--- config.mk ---
export PLATFORM = sky130hd
export DESIGN_NAME = csk_serial_subtractor
export DESIGN_NICKNAME = d
export VERILOG_FILES = /design/src/rtl/csk_serial_subtractor.sv
export SDC_FILE = /design/constraint.sdc
export NUM_CORES = 1
export LEC_CHECK = 0
export CORE_MARGIN = 2
export CORE_UTILIZATION = 45
export DETAILED_ROUTE_END_ITERATION = 16
export PLACE_DENSITY = 0.77
export SYNTH_ARGS = -nofsm -noshare
export SYNTH_HDL_FRONTEND = slang
export SYNTH_SLANG_ARGS = --single-unit
--- constraint.sdc ---
create_clock -name clk -period 3.14 [get_ports clk]
set_clock_uncertainty 0.2 [all_clocks]
set_input_delay 0.628 -clock clk [delete_from_list [all_inputs] [get_ports clk]]
set_output_delay 0.628 -clock clk [all_outputs]
set_load 0.005 [all_outputs]
--- src/rtl/csk_serial_subtractor.sv ---
// csk_serial_subtractor: multi-cycle a - b - bin, one 4-bit carry-skip block per clock.
// Optional skip statistics counter and skip_cnt port with CSK_SKIP_STATS_EN.
module csk_serial_subtractor #(
    parameter int WIDTH = 16
) (
    input  logic             clk,
    input  logic             rst,
    input  logic             in_valid,
    output logic             in_ready,
    input  logic [WIDTH-1:0] a,
    input  logic [WIDTH-1:0] b,
    input  logic             bin,
    output logic             out_valid,
    input  logic             out_ready,
    output logic [WIDTH-1:0] diff,
    output logic             bout,
`ifdef CSK_SKIP_STATS_EN
    output logic [15:0]      skip_cnt,
`endif
    output logic             ovf
);
    localparam int NBLK = WIDTH / 4;
    localparam int KW = (NBLK > 1) ? $clog2(NBLK) : 1;

    typedef enum logic [1:0] {IDLE, RUN, DONE} state_t;

    state_t           state_q, state_d;
    logic [WIDTH-1:0] a_q, a_d, nb_q, nb_d, diff_q, diff_d;
    logic             carry_q, carry_d, bout_q, bout_d, ovf_q, ovf_d;
    logic [KW-1:0]    k_q, k_d;
    logic [3:0]       a4, nb4, p4;
    logic [4:0]       sum5;
    logic             skip, cout, last;

    // Borrow domain: a - b - bin == a + ~b + ~bin, so a final carry of 0 means a borrow.
    assign a4   = a_q[{k_q, 2'b00} +: 4];
    assign nb4  = nb_q[{k_q, 2'b00} +: 4];
    assign p4   = a4 ^ nb4;
    assign sum5 = {1'b0, a4} + {1'b0, nb4} + {4'b0, carry_q};
    assign skip = &p4;
    assign cout = skip ? carry_q : sum5[4];
    assign last = (k_q == KW'(NBLK - 1));

    always_comb begin
        state_d = state_q;
        a_d     = a_q;
        nb_d    = nb_q;
        diff_d  = diff_q;
        carry_d = carry_q;
        bout_d  = bout_q;
        ovf_d   = ovf_q;
        k_d     = k_q;
        if (state_q == IDLE && in_valid) begin
            state_d = RUN;
            a_d     = a;
            nb_d    = ~b;
            carry_d = ~bin;
            k_d     = '0;
        end else if (state_q == RUN) begin
            diff_d[{k_q, 2'b00} +: 4] = sum5[3:0];
            carry_d = cout;
            k_d     = k_q + 1'b1;
            if (last) begin
                state_d = DONE;
                bout_d  = ~cout;
                ovf_d   = (a_q[WIDTH-1] == nb_q[WIDTH-1]) & (sum5[3] != a_q[WIDTH-1]);
            end
        end else if (state_q == DONE && out_ready) begin
            state_d = IDLE;
        end
    end

    always_ff @(posedge clk or posedge rst) begin
        if (rst) begin
            state_q <= IDLE;
            a_q     <= '0;
            nb_q    <= '0;
            diff_q  <= '0;
            carry_q <= 1'b0;
            bout_q  <= 1'b0;
            ovf_q   <= 1'b0;
            k_q     <= '0;
        end else begin
            state_q <= state_d;
            a_q     <= a_d;
            nb_q    <= nb_d;
            diff_q  <= diff_d;
            carry_q <= carry_d;
            bout_q  <= bout_d;
            ovf_q   <= ovf_d;
            k_q     <= k_d;
        end
    end

`ifdef CSK_SKIP_STATS_EN
    logic [15:0] skip_cnt_q;
    always_ff @(posedge clk or posedge rst) begin
        if (rst)
            skip_cnt_q <= '0;
        else if (state_q == RUN && skip && skip_cnt_q != 16'hFFFF)
            skip_cnt_q <= skip_cnt_q + 16'd1;
    end
    assign skip_cnt = skip_cnt_q;
`endif

    assign in_ready  = (state_q == IDLE);
    assign out_valid = (state_q == DONE);
    assign diff      = diff_q;
    assign bout      = bout_q;
    assign ovf       = ovf_q;
endmodule

==> impl_metrics.tcl <==
# implementation run metrics
set metrics [dict create \
    fin_crit_ps 2790 \
    fp_nets 251 \
    grt_use_total_pct 16.6 \
    maxSlewHeadroom_pct 60.9 \
    final-seq-area_sq_um 1380 \
    ys_cells 202 \
    rows 27 \
    timing.final.ws_setup_ps 355 \
    grt_pass1_vias 1669 \
    cts_buffer_depth 2 \
    chipWidth_um 79.5 \
    cts_tree "done" \
    worstPathMaxFanout 4 \
    seqPwrFrac_pct 35.4 \
    setup_tns_ps 0 \
    p_leak_uw 0.00143 \
    initCoreUtil_pct 46.5 \
    area_delta_synth_final_pct 29.5 \
    fillCellCount 473 \
    internal-power_uw 2180 \
    die_area_sq_um 6310 \
    coreArea_sq_um 5510 \
    enable_flop_cells 0 \
    hold_buffers 0 \
    via_per_inst 5.23 \
    netlist_area_sq_um 2560 \
    crit_chain "mux4_2 > fa_1 > fa_1 > a21o_2 > a21oi_1 > a21oi_1 > o21ai_0" \
    clk_share_pct 2.87 \
    yosysChipArea_sq_um 2560 \
    antenna_found_initial 0 \
    max_freq_mhz 359 \
    ys_ff 55 \
    portBuffers 56 \
    finish.instance_area_sq_um 3320 \
    grt_max_degree 34 \
    async_reset_ff_share_pct 100 \
    finalCritPeriodShare_pct 88.7 \
    antenna_cells 0 \
    h-tree-depth 2 \
    clk_pin_slew_ps 90 \
    bufAreaShareNonClock_pct 18.6 \
    power_frac_comb_pct 53.4 \
    drc_errors 0 \
    rsz0062_at_grt "no" \
    power.share.switching_pct 39.2 \
    synth_cells 202 \
    worstSetupStartpointType "flop" \
    status "finished clean" \
    taps 72 \
    slowest_delay_ps 550 \
    chipHeight_um 79.5 \
    yosysUniqueCellTypes 33 \
    dr.pass1.iters 4 \
    cts_setup_buffers 0 \
    clkbuf_count 7 \
    inverters 6 \
    drive_gt1_share_pct 16.3 \
    drt-initial-drc-count 61 \
    grt_pass1_wl_um 7980 \
    multi_input_comb_cells 132 \
    ios 57 \
    place_hpwl_um 3720 \
    antenna_left 0 \
    powerDensity_nw_per_um2 1080 \
    flops 55 \
    gr-total-overflow 0 \
    criticalPathCategory "flop to flop" \
    cap_violations 0 \
    sh_comb_area_pct 33.6 \
    routabilityCongestion 0.774 \
    place_area_sq_um 3220 \
    fin_nets 311 \
    ys_warn_count 0 \
    insertion_delay_ps 310 \
    hp-class "flop to flop" \
    seq_area_share_pct 41.5 \
    ctsResizeCount 0 \
    hold_violations 0 \
    critical_path.slowest_cell "mux4_2" \
    clock_power_share_pct 11.2 \
    ir_drop_uv 546 \
    finalSetupViolations 0 \
    p_switching_uw 1400 \
    ys_seq_share_pct 53.7 \
    flop_cell "dfrtp_1" \
    worstMarginPinSlew_ps 585 \
    numClockSinks 55 \
    comb_area_sq_um 1120 \
    syn_avg_cell_area_sq_um 12.7 \
    timing.critical_path.to_type "flop" \
    cp_data_arrival_time_ps 2810 \
    pre_cts_slack_ps 399 \
    warnings 32 \
    crit_buf_inv 0 \
    slew_viol_final 0 \
    cts-root-buf "clkbuf_8" \
    cts_buffers 5 \
    area_dominant_class "registers" \
    cp_top_family "adder cells" \
    required_ps 3170 \
    p_total_uw 3580 \
    r2r_slack_ps 350 \
    buffers 62 \
]
## placed cells by master, fill, tap and decap left out
cell type / Yosys / routed
o211ai_1: 1 / 1
nor2b_1: 1 / 1
o21ai_0: 4 / 4
clkbuf_8: 0 / 6
clkdlybuf4s50_1: 0 / 56
or4_1: 1 / 1
and4_1: 1 / 1
nand3_1: 1 / 1
buf_12: 0 / 1
dfrtp_1: 55 / 55
a21oi_1: 22 / 22
fa_1: 2 / 2
o21bai_1: 1 / 1
nor4b_4: 1 / 1
and2b_1: 1 / 1
nor2_1: 26 / 26
xor2_1: 1 / 1
a21o_2: 1 / 1
a31oi_1: 1 / 1
a22o_1: 17 / 17
mux4_2: 8 / 8
inv_2: 0 / 1
mux2i_1: 1 / 1
nand2_4: 1 / 1
clkinv_4: 0 / 1
clkbuf_1: 2 / 1
nand2_1: 9 / 9
inv_1: 6 / 5
nor3b_4: 0 / 1
o221ai_1: 1 / 1
nor4_4: 1 / 1
buf_4: 2 / 5
and3_1: 1 / 1
mux2_2: 16 / 16
ha_1: 10 / 10
nand4_1: 1 / 1
## power by group through the flow
stage	registers [uW]	clock network, uW	logic (uW)
finish	1270	402	1910
global route	1320	446	2120
CTS	1270	412	1940
detailed placement	1280	0	1930
global placement	1270	0	1870
floorplan	1210	0	1340
## Yosys cell counts (2+ instances only)
library cell	n	area share (%)
a21oi_1	22	4.3
clkbuf_1	2	0.29
o21ai_0	4	0.78
nor2_1	26	3.8
nand2_1	9	1.3
ha_1	10	4.9
inv_1	6	0.88
buf_4	2	0.59
fa_1	2	1.6
mux2_2	16	7.0
dfrtp_1	55	54
buf_2	4	0.78
a22o_1	17	5.8
mux4_2	8	7.0
## state kept, by name (all words and copies together), names as in the netlist
| name | count |
|---|---|
| ovf | 1 |
| state_q | 2 |
| k_q | 2 |
| carry_q | 1 |
| nb_q | 16 |
| bout | 1 |
| diff | 16 |
| a_q | 16 |
## per-layer routing
metal	wire (um)	share of wire [%]
met5	0	0
met4	51	1.1
met1	2200	46
met2	2310	48
met3	269	5.6
## worst register-to-register path, cell delays in order (launching register included)
cell and delay [ps]:
dfrtp_1 430, mux4_2 560, fa_1 450, fa_1 420, a21o_2 230, a21oi_1 190
a21oi_1 90, o21ai_0 130
## stage by stage
stage | cells | hold WS [ps] | utilization, %
finish | 335 | 299 | 60.3
global route | 335 | 332 | 60.3
CTS | 335 | 303 | 60.3
detailed placement | 327 | 284 | 58.5
global placement | 327 | 283 | 58.5
floorplan | 202 | 271 | -
## cells by family after synthesis
group	count (synthesis)	share of synthesized area [%]
flip-flops	55	53.7
AND-OR/OR-AND	48	12.4
multiplexers	25	14.5
AND/OR/NAND/NOR	46	9.67
buffers and inverters	15	2.98
adder cells (fa/ha/maj)	12	6.45
XOR/XNOR	1	0.342
## worst paths after layout
check | end | depth (start not counted) | start
hold / removal | bout | 2 | bout
hold reg to reg | bout | 2 | bout
setup reg to reg | bout | 7 | k_q[0]
setup / recovery | bout | 7 | k_q[0]
min in group asynchronous | diff[0] | 2 | rst
max in group asynchronous | a_q[9] | 3 | rst
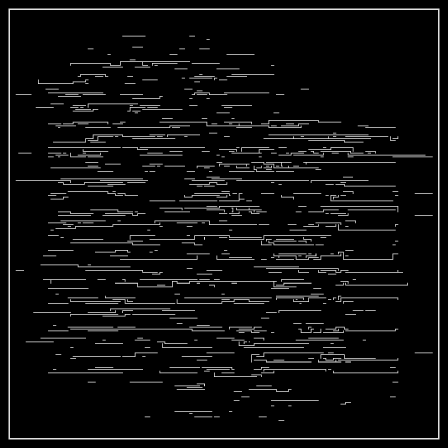
(images/met1.png)
share of all routed wire: 46%
longest straight run: 22.5 um
main direction: horizontal
wire length on this layer: 2200 um

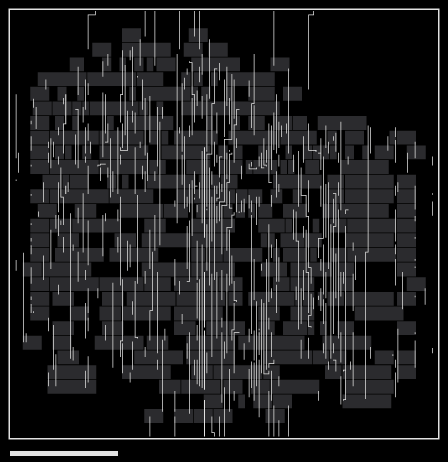
(images/met2.png)
The bar under the picture is 20 um long.
share of all routed wire: 48%
nets with wire on the layer: 256
WL final: 4840 um
routing usage on met2: 26.2%
Vias: 1752

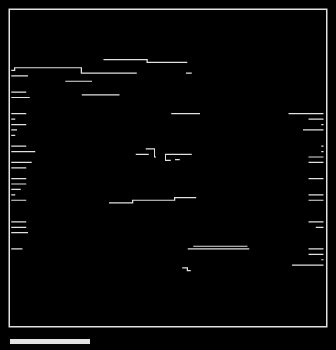
(images/met3.png)
The bar under the picture is 20 um long.
nets with wire on the layer: 48
main direction: horizontal
GRT met3 Usage: 4.07%

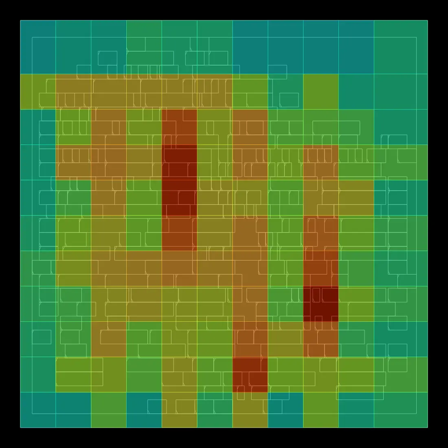
(images/final_congestion.png)
GRT Max-Usage Layer: met2
DR WL/cell: 14.4 um
met1 Use GR: 22.9%

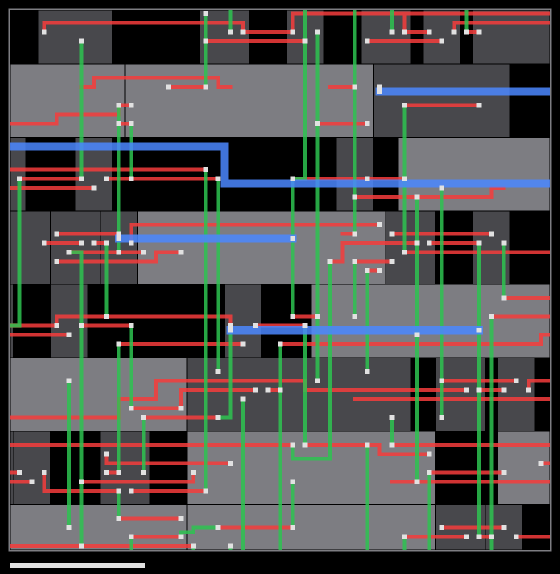
(images/zoom.png)
The bar under the picture is 5 um long. Window x 10 to 30, y 50 to 70 um. Cells in gray, sequential cells in the stronger gray; small squares are vias.
[met2] green
[met1] red
[met3] blue
sequential cells in the window: 8
cells with their middle in the window: 30
netlist names of flops here include: `nb_q` (8)
most frequent: nor2_1 (10), dfrtp_1 (8), a21oi_1 (7)

Power figures rest on the tool's default switching activity, not on a simulated workload.
